==> images/cell_density.png <==
Scale bar: 50 um. The die is cut into 14 by 11 equal tiles; white is low, dark blue is high, 0 to 100% covered.
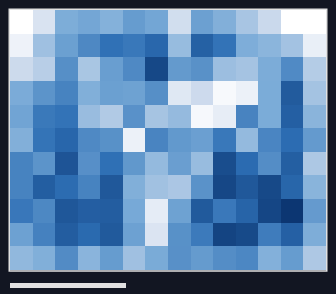
==> images/logic_types.png <==
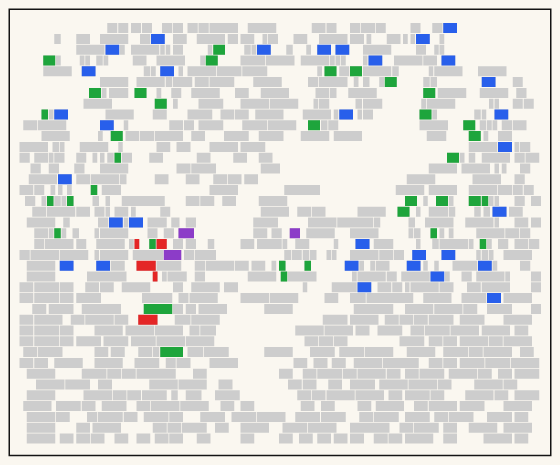
==> images/power_grid.png <==
Scale bar: 50 um. Pins as bars on the die edge. Tap cells in gray.
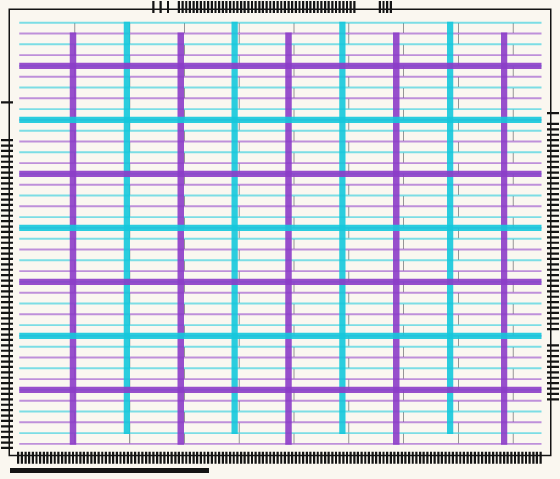
==> images/placement.png <==
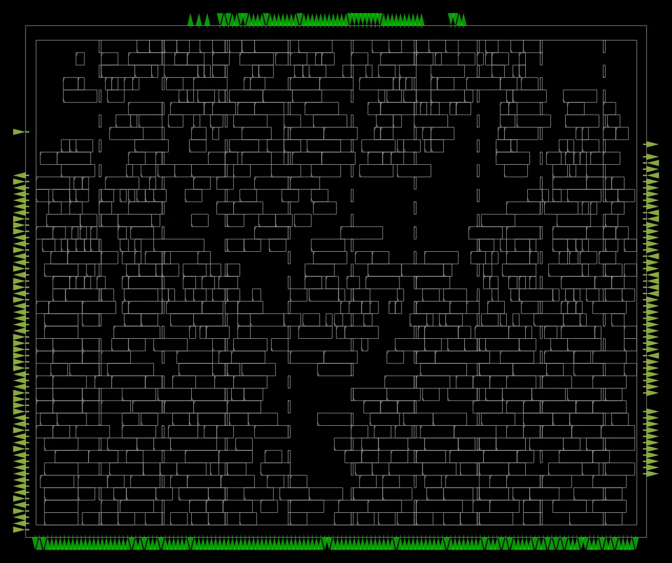
Design dmem_arbiter_flat, sky130hd; sources not shown.
==> run notes <==
The share of final-layout standard cells stronger than drive strength 1 is 41.8%. The tools report the buffer cell driving the clock tree root as clkbuf_8. The timing report gives the worst reg2reg path a setup slack of 0.49 ns. After synthesis, flip-flops and latches occupy 39.7% of the total area.

The logs give 3430 um^2 for the post-synthesis cell area and 443 MHz for the fmax. The skew report gives the latency at the later pin of the worst-skew pair as 0.34 ns. Counting flops and latches in the post-synthesis netlist gives 68.

According to the CTS report, the clock sink count is 68. Setup repair after global routing could not meet its margin everywhere. The tools report the worst-case headroom to the max-slew limit as 53.1%. In the power breakdown, the internal column shows 0.00299 W.

The tools report the number of setup violations in the final report as 71. The cell-mix breakdown from Yosys lists the simple-gate area share as 14.2%. In the synthesized netlist the dominant register cell turns out to be dfxtp_1.

The number of vias in the routed layout is 4216. After clock tree synthesis, the clock-pin slew on the worst setup and hold paths is 0.07 ns. TritonCTS built the clock tree. With the final cell area excluding filler cells at 8550 um^2, the arithmetic-cell share of the synthesized area counting full adders, half adders and majority gates is 0%.

The number of stages on the worst hold path was 2; the final-stage net count was 881. For reference, the final report shows the max-slew violation count at 0. The post-detailed-route wirelength per cell was 22.5 um; the half-perimeter wire length after detailed placement was 14800 um.

The post-layout worst setup margin is -0.160 ns, and the power attributed to sequential cells is 0.00140 W. Data on the critical path arrives at its endpoint at 1.73 ns. The flow ran to the end, but the final reports show violations.

The synthesis warning total was 0. The number of max-cap violations was 0; the number of routed nets with antenna violations was 0. Gate count of the mapped netlist: 380. The net switching power in the latest report is 0.00225 W. In the synthesis report, Yosys lists the chip area as 3430 um^2. The run gives 0.919 as the placer's final routability congestion estimate.

For the power share of the sequential group, the log shows 26.7%. The first global-routing pass estimated 28600 um of wire. The tools report the post-placement cell area as 7490 um^2.

The largest family of logic cells by area was AND-OR/OR-AND gates. The I/O pin count is 310. The critical path is of the reg -> out type. The number of enable flip-flop cells is 0.

The clock H-tree reported by CTS has 3 levels. The most critical min-delay path falls under reg -> reg. Relative to the synthesized area, the layout overhead comes to 150%. Per report_power, the clock group accounts for 19.7% of the total. The switching part of the total was 43.0%.

Combinational power for this build is 0.00281 W. STA classifies the critical path startpoint as a register. The net count after synthesis came out at 553. The number of warnings in the stage logs was 29. The final timing report lists a hold violation count of 0.

For the pin with the worst max-slew slack, the measured transition is 0.703 ns. The maximum count of clock buffers along a single path is 2. The combinational share of power was 53.6%. STA classifies the critical path endpoint as an output pin. Ranking logic cells in the layout by count gives the top entries clkdlybuf4s50_1, buf_12, buf_4.

The number of antenna violations at the first check in global routing was 2. The post-route fraction of the period consumed by the critical path works out to 108%. The run gives 25.6% for the combined global-route utilization of all metal layers.

For this run, asynchronously set or reset flops after synthesis account for 0%. STA puts the critical path data required time at 1.57 ns. The checks that failed: setup timing.

The multiplexer share of the synthesized area was 9.35%; the total of cells resized after clock tree synthesis was 84. The compound-gate portion of the synthesized area is 25.2%. The maximum fanout along the worst path works out to 6.

For the via count of the first global-routing pass, the log shows 4462.
Notes on cell_density.png above:
emptiest ninth of the die	upper right
mean over tiles	55%
fullest tile	98%
tiles over 75% full	20%
starting density of the core: 24.5%
Final Util: 61.3%

Notes on logic_types.png above:
family	color	cells
multiplexers	blue	32
AND and OR gates	purple	3
inverting AOI/OAI gates	green	35
NOR gates	red	5
combinational fraction of the cell area: 26.8%
most frequent logic cell in the layout: clkdlybuf4s50_1

Notes on power_grid.png above:
net	color
VSS	purple
VDD	cyan
met1 rails	40
met4 straps	9
met5 straps	7
signal pins	310
height of the die: 112 um
Chip Width: 136 um
Max rail drop VDD: 0.366 mV
Core Box Area: 14000 um^2

Notes on placement.png above:
number of inserted filler cells in the final layout: 1133
Tapcells: 184
count of placed standard cells in the final layout, fillers left out: 897
flop count: 68

==> final cells by class <==
cell class              instances  area [um^2]  share of cell area (%)
diodes                          2         5.00                  0.0585
clock buffers                   9          124                    1.45
clock inverters                 5         55.1                   0.644
inverters                      32          120                    1.40
multi-input cells             243         2290                    26.8
flip-flops and latches         68         1360                    15.9
well taps                     184          230                    2.69
repair buffers                354         4370                    51.0
==> stage by stage <==
stage / total power [W] / TNS (ns) / std cells / hold WS (ns) / setup WS [ns]
finish: 0.00524 / -9.65 / 897 / 0.453 / -0.160
global route: 0.00540 / -14.27 / 897 / 0.479 / -0.221
detailed placement: 0.00399 / -35.91 / 858 / 0.442 / -0.505
CTS: 0.00526 / -12.58 / 894 / 0.457 / -0.244
global placement: 0.00397 / -32.14 / 858 / 0.440 / -0.488
floorplan: 0.00298 / -6.22 / 380 / 0.507 / -0.127
==> worst max-delay path, stage by stage (launching register included) <==
cell and delay [ns]:
dfxtp_2 0.34, nor2b_4 0.13, buf_6 0.12, a21oi_4 0.06, buf_6 0.15, clkbuf_16 0.17, a22o_4 0.26, buf_12 0.16
==> synthesized netlist by cell type, drive strengths merged (2+ instances only) <==
cell / number / area, um^2
nand2: 67 / 254
nor2b: 2 / 20.0
o21ai: 32 / 235
a21oi: 2 / 13.8
inv: 32 / 120
buf: 26 / 233
a22o: 68 / 596
dfxtp: 68 / 1360
clkbuf: 11 / 41.3
nand3: 32 / 160
mux2i: 32 / 320
nor2: 2 / 7.51
==> routing by layer <==
| metal | part of all wire, % | vias up | GRT usage (%) |
|---|---|---|---|
| met5 | 0 | - | 0 |
| met4 | 1.5 | 0 | 5.42 |
| met3 | 6.2 | 23 | 6.88 |
| met2 | 52 | 163 | 46.4 |
| met1 | 40 | 2032 | 29.9 |
| li1 | - | 1998 | - |
Power figures rest on the tool's default switching activity, not on a simulated workload.
